Fig. 1: cells coloured by class
Fill, decap, tap and diode cells in grey.
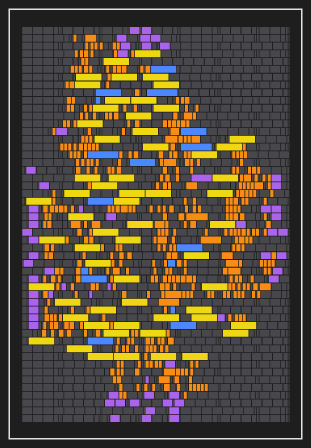
Fig. 2: placed standard cells
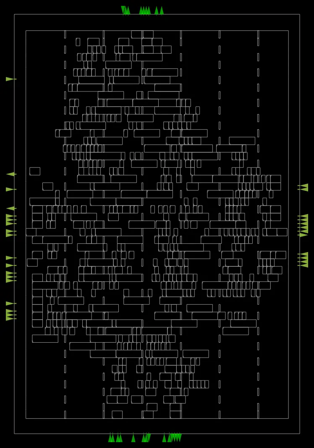
Fig. 3: routed metal per tile
Scale bar: 20 microns. 20 x 30 tiles, from black (low) to pale yellow (high), scaled to the fullest tile. Values are wire area over tile area, all layers added.
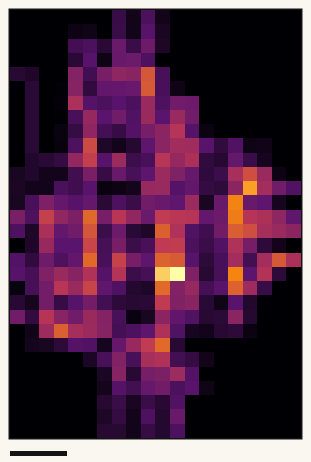
Fig. 4: sequential cells grouped by signal name
Other sequential cells in the stronger grey, the rest of the logic in the fainter grey.
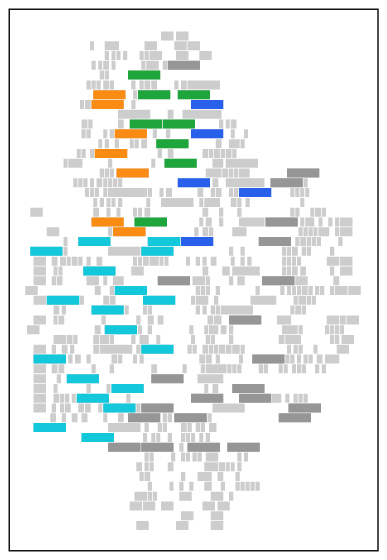
Fig. 5: zoomed window
Scale bar: 20 microns. Window x 0 to 50, y 12 to 62 microns. Cells in grey, sequential cells in the stronger grey; small squares are vias.
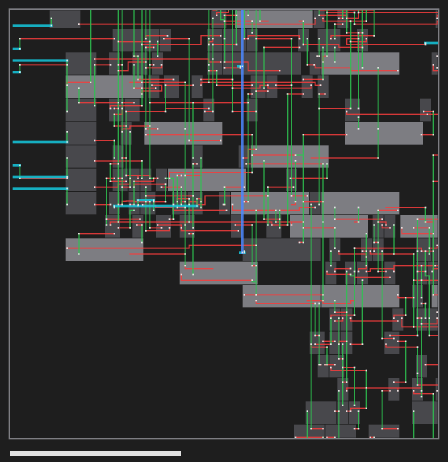
==> config.mk <==
export PLATFORM = sky130hd
export DESIGN_NAME = master_port
export DESIGN_NICKNAME = d
export VERILOG_FILES = /design/src/rtl/serial_bus_pkg.sv /design/src/rtl/bit_shifter.sv /design/src/rtl/master_port.sv
export SDC_FILE = /design/constraint.sdc
export NUM_CORES = 1
export LEC_CHECK = 0
export ABC_AREA = 1
export CAP_MARGIN = 20
export CORE_AREA = 4 4 98 146
export DETAILED_ROUTE_END_ITERATION = 16
export DIE_AREA = 0 0 102 150
export GPL_TIMING_DRIVEN = 0
export MAX_ROUTING_LAYER = met4
export PLACE_DENSITY_LB_ADDON = 0.2
export RECOVER_POWER = 100
export SLEW_MARGIN = 10
export SYNTH_ARGS = -nofsm -noshare
export SYNTH_HDL_FRONTEND = slang
export SYNTH_HIERARCHICAL = 1
export SYNTH_SLANG_ARGS = --single-unit
==> constraint.sdc <==
create_clock -name clk -period 3.1 [get_ports clk]
set_clock_uncertainty 0.05 [all_clocks]
set_input_delay 0.465 -clock clk [delete_from_list [all_inputs] [get_ports clk]]
set_output_delay 0.465 -clock clk [all_outputs]
set_load 0.02 [all_outputs]
==> CHANGELOG.md <==
### Metrics

- CTS Hold Buffers Added: 0
- Setup CP Type: flop to output pin
- GP Congestion: 0.809
- Worst Reg-to-Reg Cells: 8
- DP Wirelength: 6390 microns
- Largest net degree at the start of global routing: 38
- Max Freq: about 0.34 GHz
- Detail Route Antenna Nets: 0
- Area growth, synth to finish: 28.5%
- Max-slew violations: 0
- Number of global-route vias before repair: ~3,200
- Iter 0 DRT Violations: approximately 110
- # clock sinks: 60
- Htree depth: 3
- Max reg flops: 18
- Number of max-cap violations: 0
- Power Total: 0.00411 W
- Slowest stage cell on the critical path: clkdlybuf4s50_1
- PnR worst setup slack: 0.147 ns
- Via count: a little over 3,000
- Critical-path maximum fanout: 10
- Ports: 53
- Status: finished, final reports clean
- Nets: between 500 and 600
- Final setup viols: 0
- Share of layout cells above drive strength 1: 7.68%
- Worst EP required: between 2 and 3 ns
## Picture notes: Fig. 1
orange -> combinational and other logic  # cells 423, share of their area 44%
yellow -> flops  # cells 60, share of their area 35%
purple -> other buffers and delay cells  # cells 61, share of their area 14%
blue -> clock drivers and dummy loads  # cells 16, share of their area 7.9%
Finished Core Util: 34.8%
Design Area, Final: 4530 sq um
sequential portion of the cell area: 33.1%
Cell Rows: 51
Core ar.: 13,000 sq um

## Picture notes: Fig. 2
final cell count without fillers: 719
Tap Count: 159
Filler Cells Inserted: 1,436

## Picture notes: Fig. 3
tiles over half the peak = 5.5%
mean over tiles = 0.086
densest ninth of the die = middle
fullest tile = 0.51
nearly empty tiles = 36%
Routed wire per std cell: 11.7 microns
final WL: 8390 microns

## Picture notes: Fig. 4
orange -> `u_rx_shifter/data`  # flops 7, where top left
green -> `rd_data`  # flops 8, where top middle
cyan -> `frame_q`  # flops 18, where left middle
blue -> `bit_cnt_q`  # flops 5
not coloured = 22
Register Area: 1500 sq um
Seq. pwr: 0.00121 W

## Picture notes: Fig. 5
blue -> metal 4
cyan -> metal 3
red -> metal 1
green -> metal 2
most frequent = nand2_1 (38), dfrtp_1 (14), clkdlybuf4s50_1 (13)
cells with their middle in the window = 112
sequential cells in the window = 14

[layer usage]
metal | track usage [%] | up-vias | routed length, microns
met3 | 2.33 | 13 | 354
met5 | - | - | 0
met2 | 20.7 | 59 | 4390
met1 | 14.0 | 1419 | 3500
li1 | - | 1616 | -
met4 | 4.86 | 0 | 138
[stage by stage]
| stage | instances | instance area, sq um |
|---|---|---|
| finish | 719 | 4530 |
| global placement | 702 | 4300 |
| global route | 719 | 4530 |
| detailed placement | 703 | 4320 |
| CTS | 719 | 4660 |
| floorplan | 491 | 3580 |
[cell usage in the layout, fill, tap and decap left out, types with 2 or more instances in the layout]
cell type,count
nand2_1,195
dfrtp_1,60
inv_1,57
nor2_1,40
clkdlybuf4s50_1,38
o21ai_0,33
nand3_1,21
conb_1,15
o21ai_1,14
dlygate4sd3_1,14
nor3_1,9
clkbuf_16,9
nand2_2,4
nor2_4,4
xor2_1,4
a21oi_1,4
ha_1,4
inv_2,3
clkbuf_1,3
nor3_2,3
bufinv_16,3
buf_2,2
clkinvlp_4,2
clkinv_2,2
[where the power goes]
group	switching (W)	internal, W	total (W)
sequential	0.000160	0.00105	0.00121
clock	0.000358	0.000781	0.00114
combinational	0.00115	0.000613	0.00176
[area by class of cell]
class,instances,area share [%]
buffer,8,1.33
clock inverter,7,2.54
multi-input combinational,362,36.8
tap,159,4.39
clock buffer,9,4.97
timing repair buffer,53,11.6
inverter,61,5.22
sequential,60,33.1
[worst max-delay path: cells and delay by family, from the launching register on]
kind	cells	cell delay [ns]
buf+inv	4	1.08
simple gates	3	0.58
flops	1	0.44
[timing repair]
item                       4_1_cts  5_1_grt
setup endpoints to repair        1        1
resized                          1        1
cloned                           0        0
setup buffers                    0        0
Power and IR drop assume default switching activity.
